**src/rtl/adc_sample_sequencer_if.sv**
```systemverilog
// rtl/adc_sample_sequencer_if.sv - dual-AD7264 SPI connector signal bundle
interface adc_sample_sequencer_if;
    logic        ss;
    logic        load;
    logic [15:0] cmd_out;
    logic        finished;
    logic        loaded;
    logic [13:0] adc_a;
    logic [13:0] adc_b;

    modport master (
        output ss,
        output load,
        output cmd_out,
        input  finished,
        input  loaded,
        input  adc_a,
        input  adc_b
    );

    modport slave (
        input  ss,
        input  load,
        input  cmd_out,
        output finished,
        output loaded,
        output adc_a,
        output adc_b
    );
endinterface

```
**src/rtl/adc_sample_sequencer.sv**
```systemverilog
// rtl/adc_sample_sequencer.sv - periodic AD7264 frame sequencer with capture FIFO
module adc_sample_sequencer #(
    parameter int DIV_WIDTH  = 16,
    parameter int FIFO_DEPTH = 8,
    parameter int LOAD_MAX   = 4,
    parameter int QUIET      = 2
) (
    input  logic                          clk,
    input  logic                          resetn,
    adc_sample_sequencer_if.master        conn,
    input  logic                          enable,
    input  logic [DIV_WIDTH-1:0]          period,
    input  logic [15:0]                   cmd_word,
    input  logic                          rd_en,
    output logic [27:0]                   rd_data,
    output logic                          empty,
    output logic [$clog2(FIFO_DEPTH):0]   level,
    output logic                          overrun,
    output logic                          load_err,
    input  logic                          err_clr,
    output logic                          busy
);

    localparam int AW      = $clog2(FIFO_DEPTH);
    localparam int CNT_MAX = (LOAD_MAX > QUIET) ? LOAD_MAX : QUIET;
    localparam int CW      = $clog2(CNT_MAX + 1);

    typedef enum logic [2:0] {
        S_IDLE,
        S_LOAD,
        S_CONVERT,
        S_SETTLE,
        S_CAPTURE,
        S_QUIET
    } state_t;

    logic [DIV_WIDTH-1:0] tmr_q, tmr_d;
    logic                 tick;

    state_t               state_q;
    logic                 ss_q, load_q, busy_q, pending_q, load_err_q;
    logic [15:0]          cmd_q;
    logic [CW-1:0]        cnt_q;
    logic                 load_timeout;

    logic [27:0]          mem_q [FIFO_DEPTH];
    logic [AW:0]          wr_ptr_q, rd_ptr_q, wr_ptr_d, rd_ptr_d, level_d;
    logic [27:0]          rd_data_q, head_d, push_data;
    logic                 overrun_q;
    logic                 capture, full, pop_ok, push_ok, ovf_set;

    always_comb begin
        tick = enable && (tmr_q == '0);
        if (!enable) begin
            tmr_d = '0;
        end else if (tick) begin
            tmr_d = period;
        end else begin
            tmr_d = tmr_q - DIV_WIDTH'(1);
        end
    end

    always_ff @(posedge clk or negedge resetn) begin
        if (!resetn) begin
            tmr_q <= '0;
        end else begin
            tmr_q <= tmr_d;
        end
    end

    assign load_timeout = (state_q == S_LOAD) && !conn.loaded && (cnt_q == CW'(LOAD_MAX - 1));

    // Outputs are registered alongside the state so ss/load change on the same edge as the state.
    always_ff @(posedge clk or negedge resetn) begin
        if (!resetn) begin
            state_q    <= S_IDLE;
            ss_q       <= 1'b1;
            load_q     <= 1'b0;
            busy_q     <= 1'b0;
            cmd_q      <= '0;
            cnt_q      <= '0;
            pending_q  <= 1'b0;
            load_err_q <= 1'b0;
        end else begin
            case (state_q)
                S_IDLE: begin
                    if (enable && (tick || pending_q)) begin
                        state_q <= S_LOAD;
                        load_q  <= 1'b1;
                        busy_q  <= 1'b1;
                        cmd_q   <= cmd_word;
                        cnt_q   <= '0;
                    end
                end
                S_LOAD: begin
                    if (conn.loaded || load_timeout) begin
                        state_q <= S_CONVERT;
                        load_q  <= 1'b0;
                        ss_q    <= 1'b0;
                    end else begin
                        cnt_q <= cnt_q + CW'(1);
                    end
                end
                S_CONVERT: begin
                    if (conn.finished) begin
                        state_q <= S_SETTLE;
                    end
                end
                S_SETTLE: begin
                    state_q <= S_CAPTURE;
                end
                S_CAPTURE: begin
                    state_q <= S_QUIET;
                    ss_q    <= 1'b1;
                    cnt_q   <= '0;
                end
                S_QUIET: begin
                    if (cnt_q == CW'(QUIET - 1)) begin
                        state_q <= S_IDLE;
                        busy_q  <= 1'b0;
                    end else begin
                        cnt_q <= cnt_q + CW'(1);
                    end
                end
                default: begin
                    state_q <= S_IDLE;
                    ss_q    <= 1'b1;
                    load_q  <= 1'b0;
                    busy_q  <= 1'b0;
                end
            endcase

            // A tick seen in IDLE is either consumed or irrelevant; only busy-time ticks are remembered.
            if (!enable || state_q == S_IDLE) begin
                pending_q <= 1'b0;
            end else if (tick) begin
                pending_q <= 1'b1;
            end

            load_err_q <= (load_err_q & ~err_clr) | load_timeout;
        end
    end

    assign capture   = (state_q == S_CAPTURE);
    assign push_data = {conn.adc_a, conn.adc_b};
    assign level     = wr_ptr_q - rd_ptr_q;
    assign empty     = (level == '0);
    assign full      = (level == (AW + 1)'(FIFO_DEPTH));
    assign pop_ok    = rd_en && !empty;
    assign push_ok   = capture && (!full || pop_ok);
    assign ovf_set   = capture && full && !pop_ok;

    // The head register must show a word written this cycle when it lands in an empty slot at the head.
    always_comb begin
        wr_ptr_d = wr_ptr_q + (AW + 1)'(push_ok);
        rd_ptr_d = rd_ptr_q + (AW + 1)'(pop_ok);
        level_d  = wr_ptr_d - rd_ptr_d;
        if (level_d == '0) begin
            head_d = '0;
        end else if (push_ok && (rd_ptr_d[AW-1:0] == wr_ptr_q[AW-1:0])) begin
            head_d = push_data;
        end else begin
            head_d = mem_q[rd_ptr_d[AW-1:0]];
        end
    end

    always_ff @(posedge clk) begin
        if (push_ok) begin
            mem_q[wr_ptr_q[AW-1:0]] <= push_data;
        end
    end

    always_ff @(posedge clk or negedge resetn) begin
        if (!resetn) begin
            wr_ptr_q  <= '0;
            rd_ptr_q  <= '0;
            rd_data_q <= '0;
            overrun_q <= 1'b0;
        end else begin
            wr_ptr_q  <= wr_ptr_d;
            rd_ptr_q  <= rd_ptr_d;
            rd_data_q <= head_d;
            overrun_q <= (overrun_q & ~err_clr) | ovf_set;
        end
    end

    assign conn.ss      = ss_q;
    assign conn.load    = load_q;
    assign conn.cmd_out = cmd_q;
    assign rd_data      = rd_data_q;
    assign overrun      = overrun_q;
    assign load_err     = load_err_q;
    assign busy         = busy_q;

endmodule
```
**src/flat_wrapper.sv**
```systemverilog
// flat-port wrapper written by rule: the top's interface ports become plain ports
module adc_sample_sequencer_flat 
#(
    parameter int DIV_WIDTH  = 16,
    parameter int FIFO_DEPTH = 8,
    parameter int LOAD_MAX   = 4,
    parameter int QUIET      = 2
)
  (clk, resetn, enable, period, cmd_word, rd_en, rd_data, empty, level, overrun, load_err, err_clr, busy, conn_ss, conn_load, conn_cmd_out, conn_finished, conn_loaded, conn_adc_a, conn_adc_b);
  adc_sample_sequencer_if conn_i ();
  input  logic clk;
  input  logic resetn;
  input  logic enable;
  input  logic [DIV_WIDTH-1:0] period;
  input  logic [15:0] cmd_word;
  input  logic rd_en;
  output logic [27:0] rd_data;
  output logic empty;
  output logic [$clog2(FIFO_DEPTH):0] level;
  output logic overrun;
  output logic load_err;
  input  logic err_clr;
  output logic busy;
  output wire logic [$bits(conn_i.ss)-1:0] conn_ss;
  output wire logic [$bits(conn_i.load)-1:0] conn_load;
  output wire logic [$bits(conn_i.cmd_out)-1:0] conn_cmd_out;
  input wire logic [$bits(conn_i.finished)-1:0] conn_finished;
  input wire logic [$bits(conn_i.loaded)-1:0] conn_loaded;
  input wire logic [$bits(conn_i.adc_a)-1:0] conn_adc_a;
  input wire logic [$bits(conn_i.adc_b)-1:0] conn_adc_b;
  assign conn_ss = conn_i.ss;
  assign conn_load = conn_i.load;
  assign conn_cmd_out = conn_i.cmd_out;
  assign conn_i.finished = conn_finished;
  assign conn_i.loaded = conn_loaded;
  assign conn_i.adc_a = conn_adc_a;
  assign conn_i.adc_b = conn_adc_b;
  adc_sample_sequencer #(.DIV_WIDTH(DIV_WIDTH), .FIFO_DEPTH(FIFO_DEPTH), .LOAD_MAX(LOAD_MAX), .QUIET(QUIET)) u_core (.clk(clk), .resetn(resetn), .conn(conn_i), .enable(enable), .period(period), .cmd_word(cmd_word), .rd_en(rd_en), .rd_data(rd_data), .empty(empty), .level(level), .overrun(overrun), .load_err(load_err), .err_clr(err_clr), .busy(busy));
endmodule
```
**config.mk**
```make
export PLATFORM = sky130hd
export DESIGN_NAME = adc_sample_sequencer_flat
export DESIGN_NICKNAME = d
export VERILOG_FILES = /design/src/rtl/adc_sample_sequencer_if.sv /design/src/rtl/adc_sample_sequencer.sv /design/src/flat_wrapper.sv
export SDC_FILE = /design/constraint.sdc
export NUM_CORES = 1
export LEC_CHECK = 0
export ABC_AREA = 1
export CORE_MARGIN = 3
export CORE_UTILIZATION = 36
export CTS_CLUSTER_DIAMETER = 60
export DETAILED_ROUTE_END_ITERATION = 8
export PLACE_DENSITY = 0.65
export REMOVE_ABC_BUFFERS = 1
export SYNTH_ARGS = -nofsm -noshare
export SYNTH_HDL_FRONTEND = slang
export SYNTH_SLANG_ARGS = --single-unit
```
**constraint.sdc**
```tcl
create_clock -name clk -period 4.3 [get_ports clk]
set_input_delay 0.645 -clock clk [delete_from_list [all_inputs] [get_ports clk]]
set_output_delay 0.645 -clock clk [all_outputs]
set_load 0.03 [all_outputs]
```
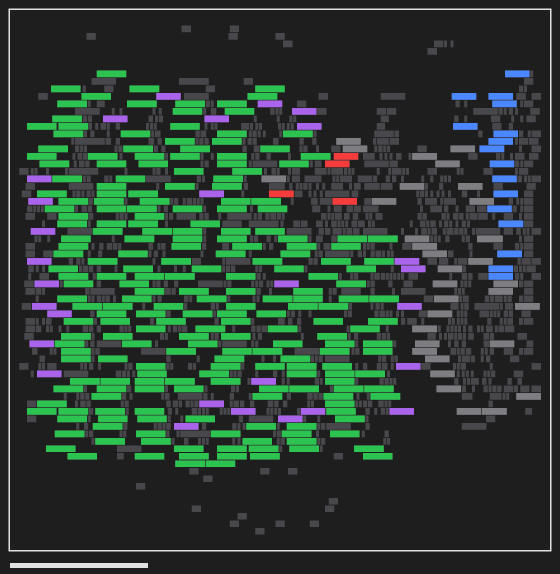
Figure 1: run 1, sequential cells colored by netlist name.
Scale bar: 50 um.
signal	color	placed flops
u_core.conn.cmd_out	blue	16
u_core.rd_data	purple	28
u_core.mem_q	green	224
u_core.wr_ptr_q	red	4

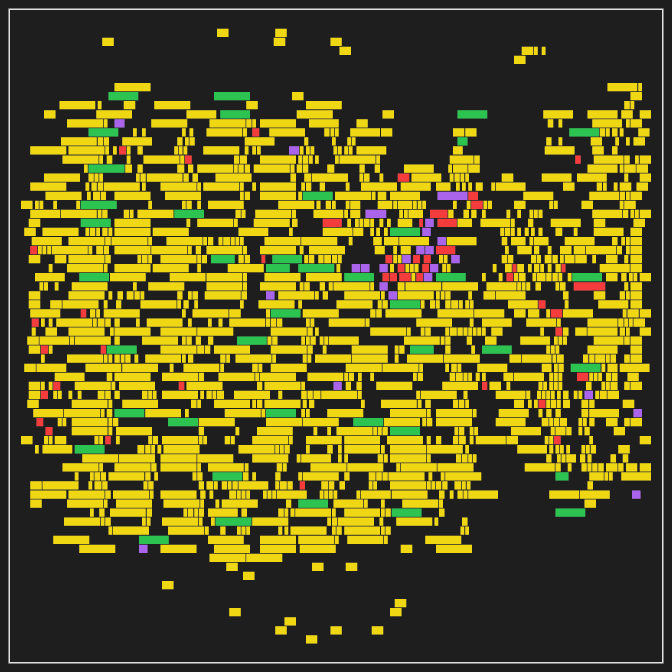
Figure 2: run 1, cell sizes after repair.
size	color	cells
_2 cells	red	45
_3 and _4 cells	purple	24
_6 and larger	green	41
_0 and _1 cells	yellow	1239

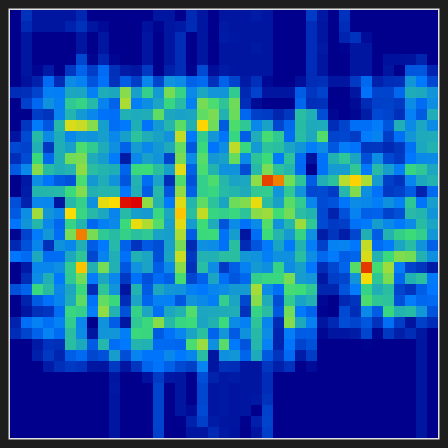
Figure 3: run 1, wire density map.
39 x 39 tiles, from dark blue (low) to red (high), scaled to the fullest tile. Values are wire area over tile area, all layers added.
nearly empty tiles	23%
mean over tiles	0.13
densest ninth of the die	center
fullest tile	0.60

==> metrics.yaml, run 1 <==
hold_path_class: "in -> async"
start_kind: "flip-flop"
cpMostUsedCell: "nand2_1"
simple_gate_share: 0.212
critical_path.max_stage_delay_ps: 580
grt_max_degree: 85
mux_area_frac: 0
synthAoiAreaFrac: 0.0450
core_area_um2: 35100
htreeDepth: 1
endpoint_kind: "flip-flop"
peakVddDrop_v: 0.000613
synth-seq-cells: 304
final_cell_mix: "nand2_1 (356), edfxtp_1 (224), nand3_1 (129), clkdlybuf4s50_1 (119), nor2_1 (84)"
routed_wl_um: 29800
fin_tns_setup_ps: 0
grt-ovfl-total: 0
cts_buffer_depth: 3
worst_pin_slew_ps: 740
rows: 68
cp_data_required_time_ps: 4760
yosysCellCount: 1210
cts_made_buffers: 31
critPathKind: "reg -> reg"
die_x_um: 196
drc: 0
fillers: 3211
placed_cells: 1746
die_y_um: 196
synth_top_area_share: 0.518
avgSynthCellArea_um2: 10.7
detail-route-antenna-nets: 0
top_area_cell: "edfxtp_1"
max_slew_margin: 0.507
holdBufCountCts: 0
antenna_found_initial: 1
arrival_ps: 4440
layout_setup_ws_ps: 328
routedWlPerCell_um: 16.5
warning_count: 26
max_freq_ghz: 0.252
synth_cell_types: 37
nNetsFinal: 1406
cts_sinks: 304
finalPower_w: 0.0127
final_layout_size_suffix_gt1_frac: 0.0815
status: "finished, final reports clean"
antennaDiodeCount: 0
setup-violations-final: 0
post_cts_resized: 0
dieArea_um2: 38400
postCtsSetupBuffers: 0
yosys_warnings: 0
rsz0062_at_grt: "no"
areaGrowthSynthToFinish_pct: 20.9
ys_sh_xor: 0.0114
place.gp.congestion: 0.820
cp_cell_sequence: "inv_1, ha_1, a21oi_1, nand3_1, and2_1, o21ai_0, inv_1, ha_4, ha_2, inv_2, buf_4, nand2_1, nand4_1, nor2_1, nand3_2, buf_4, nand2_1, nand2_1, nor2_2"
critPathSlowestCell: "buf_4"
finClkSkew_ps: 10.2
hold_viol: 0
num_vias: 8810
cts_tree: "done"
clkLatencyLatePin_ps: 570
critical_path.max_fanout: 57
fa_ha_area_frac: 0.0150
layout_min_cycle_time_ps: 3970
drv_slew: 0
dp_hpwl_um: 16800
io_pins: 121
p_per_area_nw_per_um2: 810
first_pass_iters: 5
cts_root_buf: "clkbuf_16"
stdcell_area_um2: 15700
layout.cells.most_common: "nand2_1"
[run 1: cell families (layout without fill, tap and decap cells)]
logic type                 after synthesis  count (layout)
xor gates and xnor gates                16              16
buffers and inverters                  122             261
adders and majority gates               15              15
DFF                                    304             304
and+or+nand+nor                        640             640
AOI/OAI and AO/OA                      113             113
[run 1: power breakdown]
group / switching (W) / internal (W) / total [W]
Sequential: 0.000238 / 0.00364 / 0.00387
Clock: 0.00115 / 0.00164 / 0.00278
Combinational: 0.00396 / 0.00210 / 0.00606
[run 1: worst paths after layout]
kind	start	end	slack, ps	cells after the start
min in group clk	u_core.tmr_q[0]$_DFF_PN0_	u_core.tmr_q[0]$_DFF_PN0_	450	1
setup reg to reg	u_core.rd_ptr_q[2]$_DFF_PN0_	u_core.rd_data[16]$_DFF_PN0_	330	19
max in group asynchronous	resetn	u_core.rd_data[6]$_DFF_PN0_	3250	2
hold / removal	resetn	u_core.tmr_q[2]$_DFF_PN0_	140	1
hold reg to reg	u_core.tmr_q[0]$_DFF_PN0_	u_core.tmr_q[0]$_DFF_PN0_	450	1
setup / recovery	u_core.rd_ptr_q[2]$_DFF_PN0_	u_core.rd_data[16]$_DFF_PN0_	330	19
[run 1: flip-flops by register name, summed over array words and instances, names as in the netlist]
register             count
u_core.state_q           3
u_core.rd_data          28
u_core.conn.ss           1
u_core.cnt_q             3
u_core.overrun           1
u_core.wr_ptr_q          4
u_core.rd_ptr_q          4
u_core.conn.load         1
u_core.busy              1
u_core.tmr_q            16
u_core.conn.cmd_out     16
u_core.mem_q           224
u_core.load_err          1
u_core.pending_q         1
[run 1: through the flow]
stage               hold WS, ps  utilization
floorplan                   349            -
global placement            434        0.417
detailed placement          438        0.417
CTS                         153        0.448
global route                191        0.448
finish                      139        0.448
[run 1: Yosys cell counts]
cell type  count
nand3_4        1
nor2_1        92
xnor2_1        4
nand3_2        5
nand4_1        8
or2_0         19
edfxtp_1     224
and2_1         1
dfstp_2        1
ha_1          14
or3_1          1
nand2_1      356
inv_2          4
o21ai_1       16
xnor2_2        1
clkbuf_1       9
nor2_2        12
buf_2         35
a21oi_2        1
or2_1          8
a31oi_1        4
o22ai_1        1
o32ai_1        1
inv_1         60
nand3_1      129
o21bai_1       1
buf_4          8
nand2_2        3
xor2_1        11
nor3b_1        1
nor3_1         4
dfrtp_1       79
a21oi_1       66
a21o_1         1
fa_1           1
o21ai_0       22
buf_6          6
[run 1: per-layer routing]
metal / wire length, um / track usage / up-vias
met5: 20 / 0 / -
met3: 1860 / 0.0246 / 46
met4: 555 / 0.0349 / 2
li1: - / - / 4311
met1: 13700 / 0.218 / 4186
met2: 13700 / 0.246 / 265
[run 1: worst max-delay path: cells and delay by family, from the launching register on]
| family | cells | cell delay, ps |
|---|---|---|
| AND-OR/OR-AND | 2 | 400 |
| adder cells (fa/ha/maj) | 3 | 770 |
| buffers and inverters | 5 | 1160 |
| flip-flops | 1 | 490 |
| AND/OR/NAND/NOR | 9 | 1020 |
[run 1: final cells by class]
cell class	instances	area, um2	area share
clock buffer	35	791	0.0504
clock inverter	23	273	0.0174
inverter	64	240	0.0153
multi-input combinational	784	3720	0.237
sequential	304	8730	0.556
tap	455	569	0.0363
timing repair buffer	139	1370	0.0871
Figure 4. Placed standard cells (run 1).
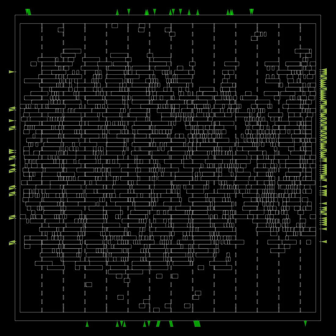

==> run 2: changes to the inputs <==
CAP_MARGIN = 5   (was not set)
CELL_PAD_IN_SITES_DETAIL_PLACEMENT = 1   (was not set)
CELL_PAD_IN_SITES_GLOBAL_PLACEMENT = 2   (was not set)
PLACE_DENSITY = 0.87   (was 0.65)
SKIP_CTS_REPAIR_TIMING = 1   (was not set)
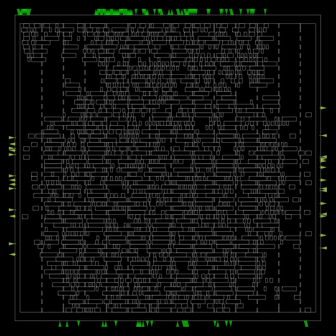
Figure 5: run 2, placed standard cells.
Final Non-Filler Cells: 1822
fraction of area in registers: 0.548
FFs & Latches: 304

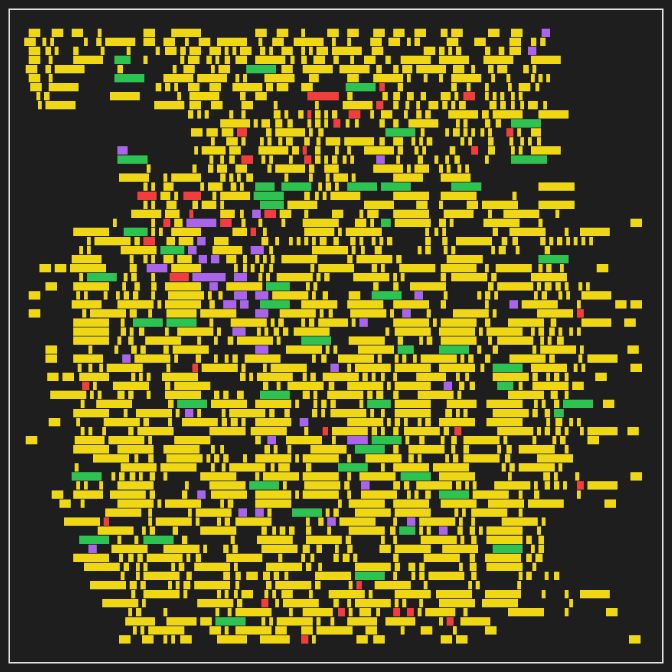
Figure 6: run 2, cell sizes after repair.
size	color	cells
_6 and larger	green	49
_3 and _4 cells	purple	41
_2 cells	red	36
_0 and _1 cells	yellow	1241

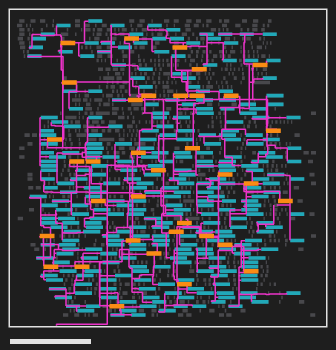
Figure 7: run 2, routed clock nets over the placement.
Scale bar: 50 um.
[clock wires] magenta | length: 4000 um
[clock drivers] orange | count: 35
[flip-flops] cyan | count: 304
routed clock nets	36
flops lie	spread over the die

==> run 2 against run 1 <==
Effect of this change: die size unchanged; sequential cell count did not move; power increased by 5.2%; worst hold slack improved by 79 ps; via count up 4.4%; combinational power up 9.7%; non-clock buffer count up 11; first-iteration DRC count rose by 5.3%; sequential share of layout area shrank 0.86 points; fmax up 0.23%; cell area rose by 1.6%; critical path type unchanged.
==> metrics.yaml, run 2 <==
layout.cells.most_common: "nand2_1"
drc: 0
grt_pass1_vias: 10100
r2r-start: "u_core.wr_ptr_q[0]$_DFF_PN0_"
pwr-share-comb: 0.497
ys_async_sr_fraction: 0.263
grt_max_degree: 74
htreeDepth: 2
critical_path.max_fanout: 14
setup-violations-final: 0
critPathKind: "reg -> reg"
max_slew_margin: 0.382
peakVddDrop_v: 0.000670
grt-ovfl-total: 0
nNetsFinal: 1422
worst_pin_slew_ps: 925
cts_made_buffers: 35
layout_min_cycle_time_ps: 3960
cts_tree: "done"
cap_violations: 0
flop_cell: "edfxtp_1"
p_per_area_nw_per_um2: 839
period_used_share: 0.922
seq_power_share: 0.289
areaGrowthSynthToFinish_pct: 22.8
finClkSkew_ps: 28.9
io_pins: 121
start_kind: "flip-flop"
cts_buffer_depth: 3
place.gp.congestion: 0.761
first_pass_iters: 5
p_sw_w: 0.00581
endpoint_kind: "flip-flop"
reg2reg_depth: 20
die_x_um: 196
yosys-stat-area_um2: 13000
busiest_layer: "met2"
detail-route-antenna-nets: 0
clkPwrFrac: 0.215
top_cells_by_count: "nand2_1 (356), edfxtp_1 (224), nand3_1 (129), nor2_1 (92), dfrtp_1 (79)"
clkLatencyLatePin_ps: 520
cp_data_required_time_ps: 4690
final_cell_mix: "nand2_1 (356), edfxtp_1 (224), nand3_1 (128), clkdlybuf4s50_1 (119), nor2_1 (83)"
drtIter0Drc: 617
grt_first_pass_wirelength_um: 55200
arrival_ps: 4350
status: "finished, final reports clean"
synth_top_area_share: 0.518
avgSynthCellArea_um2: 10.7
critPathLaunch: "u_core.wr_ptr_q[0]$_DFF_PN0_"
synth-seq-cells: 304
largest_register_ffs: 224
hold_path_class: "in -> async"
swShare: 0.434
synth_cell_types: 37
routedWlPerCell_um: 19.3
cts_sinks: 304
grtUsageMet2: 0.329
top_area_cell: "edfxtp_1"
path_clk_slew_ps: 60
edf_count: 224
dp_hpwl_um: 20900
antennaDiodeCount: 0
dieArea_um2: 38400
final_core_util: 0.455
drv_slew: 0
grtUsageTotal: 0.180
hold_viol: 0
placed_cells: 1755
yosysCellCount: 1210
netlist_area_um2: 13000
top_cells_by_area: "edfxtp_1 (52%), dfrtp_1 (15%), nand2_1 (10%)"
antenna_found_initial: 0
synth_top_cell_by_count: "nand2_1"
fp_util: 0.370
num_vias: 9198
use_met3: 0.0208
routed_wl_um: 35200
yosys_warnings: 0
warning_count: 26
gr-usage-met1: 0.229
die_y_um: 196
final_layout_size_suffix_gt1_frac: 0.0922
p_int_w: 0.00757
rows: 68
cts_root_buf: "clkbuf_16"
max_freq_ghz: 0.252
cellLeakagePower_nw: 6.32
core_area_um2: 35100
## run 2: stage by stage
step	area (um2)	total power [W]	TNS (ps)	hold WS, ps	worst slack [ps]
2_1_floorplan	12600	0.00805	-54910	349	-1990
3_3_place_gp	14800	0.0101	0	442	503
3_5_place_dp	14800	0.0103	0	448	328
4_1_cts	15900	0.0133	0	242	262
5_1_grt	15900	0.0144	-259	272	-24.2
6_report	15900	0.0134	0	218	337
## run 2: worst paths after layout
path	slack (ps)	end
max	340	u_core.rd_data[3]$_DFF_PN0_
min	220	u_core.tmr_q[11]$_DFF_PN0_
max reg2reg	340	u_core.rd_data[3]$_DFF_PN0_
min reg2reg	470	u_core.tmr_q[0]$_DFF_PN0_
max in group asynchronous	3070	u_core.tmr_q[2]$_DFF_PN0_
min in group clk	470	u_core.tmr_q[0]$_DFF_PN0_
## run 2: layer usage
metal | wire (um) | vias to the layer above | part of all wire
met1 | 15200 | 4664 | 0.43
li1 | - | 4341 | -
met4 | 703 | 0 | 0.020
met3 | 1120 | 47 | 0.032
met2 | 18200 | 146 | 0.52
met5 | 0 | - | 0
## run 2: cells by family after synthesis
group | Yosys count | synth area share
buffers and inverters | 122 | 0.0444
DFF | 304 | 0.672
adders and majority gates | 15 | 0.0150
AOI/OAI and AO/OA | 113 | 0.0450
xor gates and xnor gates | 16 | 0.0114
and+or+nand+nor | 640 | 0.212
## run 2: layout make-up
| cell class | instances | area [um2] |
|---|---|---|
| clock buffers | 49 | 990 |
| well taps | 455 | 569 |
| fillers | 3789 | 19100 |
| clock inverters | 15 | 124 |
| repair buffers | 150 | 1490 |
| multi-input cells | 785 | 3800 |
| inverters | 64 | 241 |
| flip-flops and latches | 304 | 8730 |
## run 2: critical path, stage by stage (launching register included)
cell and delay [ps]:
dfrtp_1 410, inv_1 120, ha_1 150, inv_1 60
fa_1 380, xnor2_1 220, nand2_1 120, nor2_1 210
a21oi_2 120, ha_1 220, ha_1 300, ha_1 320
inv_1 50, o21bai_1 200, a21o_1 180, inv_1 40
nand2_1 290, nand3_4 120, buf_12 190, nand2_1 90
nor2_1 50
## run 2: power groups by stage
stage	clock network, W	logic [W]	registers (W)
6_report	0.00287	0.00665	0.00386
5_1_grt	0.00307	0.00744	0.00391
2_1_floorplan	0	0.00377	0.00427
3_3_place_gp	0	0.00619	0.00391
3_5_place_dp	0	0.00642	0.00391
4_1_cts	0.00295	0.00648	0.00386
==> run 3: changes to the inputs <==
CELL_PAD_IN_SITES_DETAIL_PLACEMENT = not set   (was 1)
CELL_PAD_IN_SITES_GLOBAL_PLACEMENT = not set   (was 2)
PLACE_DENSITY = 0.65   (was 0.87)
==> run 3 against run 2 <==
Effect of this change: routed wire length is 15% lower; first-iteration DRC count is 5.0% lower; sequential cell count stayed put; fmax is 0.23% lower; sequential power hardly changed; area after synthesis stayed put; setup slack worse by 9.2 ps; critical endpoint is now u_core.rd_data[16]$_DFF_PN0_; largest cell class unchanged; largest power group unchanged.
==> metrics.yaml, run 3 <==
status: "finished, final reports clean"
yosysCellCount: 1210
p_per_area_nw_per_um2: 810
warning_count: 26
yosys-stat-area_um2: 13000
setup-violations-final: 0
largest_register_ffs: 224
synth_cell_types: 37
finalHoldWorstSlack_ps: 139
finClkSkew_ps: 10.2
ys_async_sr_fraction: 0.263
avgSynthCellArea_um2: 10.7
drv_slew: 0
synth_top_area_share: 0.518
cts_tree: "done"
place_area_um2: 14600
drc: 0
ys_top_logic_family: "simple AND/OR/NAND/NOR gates"
cpMostUsedCell: "nand2_1"
die_y_um: 196
hold_viol: 0
first_pass_iters: 5
r2r-start: "u_core.rd_ptr_q[2]$_DFF_PN0_"
layout_min_cycle_time_ps: 3970
stdcell_area_um2: 15700
final_cell_mix: "nand2_1 (356), edfxtp_1 (224), nand3_1 (129), clkdlybuf4s50_1 (119), nor2_1 (84)"
top_area_cell: "edfxtp_1"
max_freq_ghz: 0.252
rows: 68
flop_cell: "edfxtp_1"
antenna_found_initial: 1
top_cells_by_count: "nand2_1 (356), edfxtp_1 (224), nand3_1 (129), nor2_1 (92), dfrtp_1 (79)"
path_clk_slew_ps: 70
cts_root_buf: "clkbuf_16"
cap_violations: 0
core_area_um2: 35100
grt_first_pass_wirelength_um: 47300
critPathKind: "reg -> reg"
cts_buffer_depth: 3
grtUsageTotal: 0.153
num_vias: 8810
edf_count: 224
arrival_ps: 4440
r2r_end: "u_core.rd_data[16]$_DFF_PN0_"
layout.cells.most_common: "nand2_1"
clkLatencyLatePin_ps: 570
cp_top_family: "buffers and inverters"
critical_path.max_fanout: 57
rsz0062_at_grt: "no"
antennaDiodeCount: 0
endpoint_kind: "flip-flop"
critPathSlowestCell: "buf_4"
cts_sinks: 304
reg2reg_depth: 19
cp_cell_sequence: "inv_1, ha_1, a21oi_1, nand3_1, and2_1, o21ai_0, inv_1, ha_4, ha_2, inv_2, buf_4, nand2_1, nand4_1, nor2_1, nand3_2, buf_4, nand2_1, nand2_1, nor2_2"
drtIter0Drc: 586
hold_path_class: "in -> async"
cp_data_required_time_ps: 4760
dp_hpwl_um: 16800
period_used_share: 0.924
io_pins: 121
grt-ovfl-total: 0
simple_gate_share: 0.212
synth-seq-cells: 304
place.gp.congestion: 0.820
synth_top_cell_by_count: "nand2_1"
max_slew_margin: 0.507
worst_pin_slew_ps: 740
routed_wl_um: 29800
fp_util: 0.370
die_x_um: 196
==> run 3: netlist changes by cell type in the layout (fill, tap and decap cells not counted), moves of 3 or more <==
cell	change
clkbuf_8	-4
bufinv_16	+4
nor2_4	-8
clkbuf_1	-5
nor2_2	+7
buf_4	-8
clkbuf_16	-5
buf_12	-3
==> run 3: worst max path at each step <==
stage	from	cells past startpoint	slack (ps)	to
floorplan	u_core.wr_ptr_q[0]$_DFF_PN0_	16	-1990	u_core.rd_data[10]$_DFF_PN0_
global route	u_core.rd_ptr_q[2]$_DFF_PN0_	18	30	u_core.rd_data[23]$_DFF_PN0_
finish	u_core.rd_ptr_q[2]$_DFF_PN0_	19	330	u_core.rd_data[16]$_DFF_PN0_
CTS	u_core.rd_ptr_q[2]$_DFF_PN0_	18	350	u_core.rd_data[16]$_DFF_PN0_
detailed placement	u_core.rd_ptr_q[2]$_DFF_PN0_	19	380	u_core.rd_data[16]$_DFF_PN0_
global placement	u_core.wr_ptr_q[0]$_DFF_PN0_	19	590	u_core.rd_data[17]$_DFF_PN0_
==> run 3: where the power goes <==
group	leakage (nW)	internal, W	switching, W
clock	0.520	0.00164	0.00115
sequential	3.02	0.00364	0.000238
combinational	2.68	0.00210	0.00396
total	6.22	0.00737	0.00535
==> run 3: area by class of cell <==
cell class	count	area, um2	area share
sequential	304	8730	0.556
multi-input combinational	784	3720	0.237
timing repair buffer	139	1370	0.0871
clock buffer	35	791	0.0504
tap	455	569	0.0363
clock inverter	23	273	0.0174
inverter	64	240	0.0153
==> run 3: logic make-up (layout without fill, tap and decap cells) <==
| kind of cell | count (synthesis) | in the layout |
|---|---|---|
| AND-OR/OR-AND | 113 | 113 |
| AND/OR/NAND/NOR | 640 | 640 |
| buffers and inverters | 122 | 261 |
| adder cells (fa/ha/maj) | 15 | 15 |
| flip-flops | 304 | 304 |
| XOR/XNOR | 16 | 16 |
==> run 3: metrics by stage <==
| step | total power (W) | std cells | worst slack [ps] | utilization |
|---|---|---|---|---|
| floorplan | 0.00805 | 1152 | -1990 | - |
| finish | 0.0127 | 1804 | 328 | 0.448 |
| detailed placement | 0.0100 | 1746 | 379 | 0.417 |
| global placement | 0.00991 | 1746 | 585 | 0.417 |
| CTS | 0.0128 | 1804 | 353 | 0.448 |
| global route | 0.0137 | 1804 | 27.3 | 0.448 |
==> run 3: routing by layer <==
metal	up-vias	routed length, um	GRT usage
met5	-	20	0
met4	2	555	0.0349
met3	46	1860	0.0246
met2	265	13700	0.246
met1	4186	13700	0.218
li1	4311	-	-
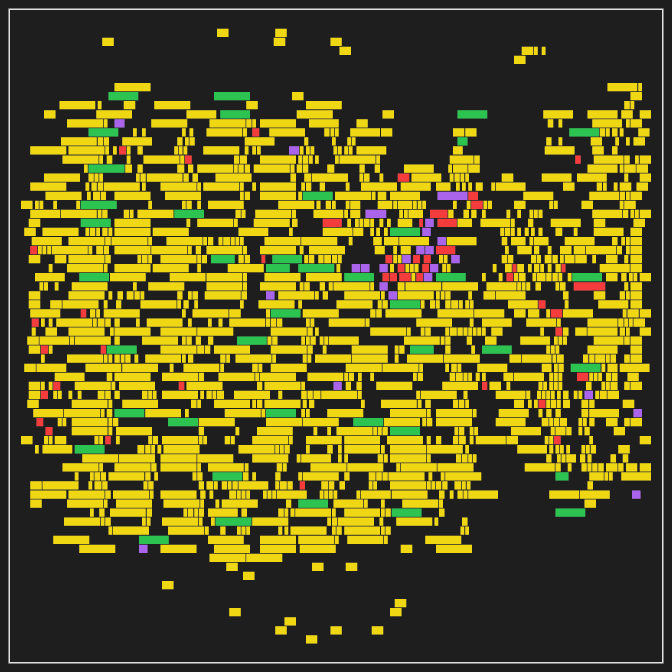
Figure 8: run 3, cell sizes after repair.
size	color	cells
_0 and _1 cells	yellow	1239
_2 cells	red	45
_6 and larger	green	41
_3 and _4 cells	purple	24

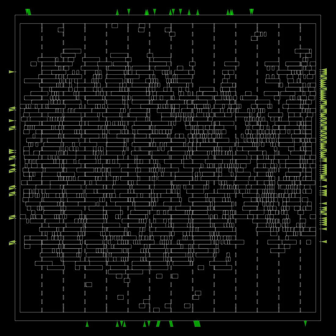
Figure 9: run 3, placed standard cells.
fill count: 3211
Util after Layout: 0.448

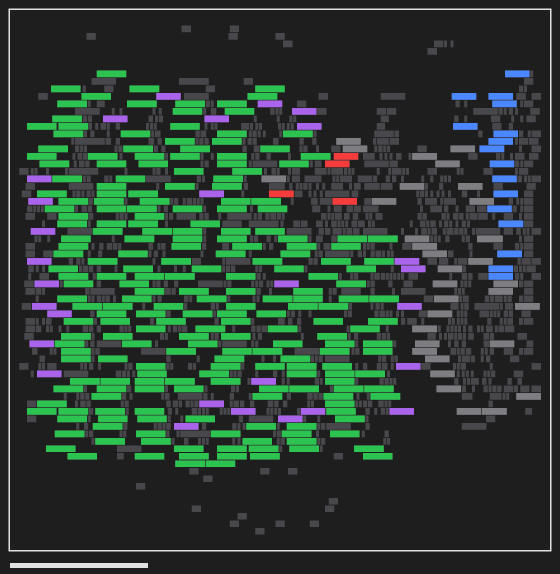
Figure 10: run 3, sequential cells colored by netlist name.
Scale bar: 50 um.
signal	color	placed flops
u_core.rd_data	purple	28
u_core.mem_q	green	224
u_core.conn.cmd_out	blue	16
u_core.wr_ptr_q	red	4
not colored	32

Power and IR drop assume default switching activity.
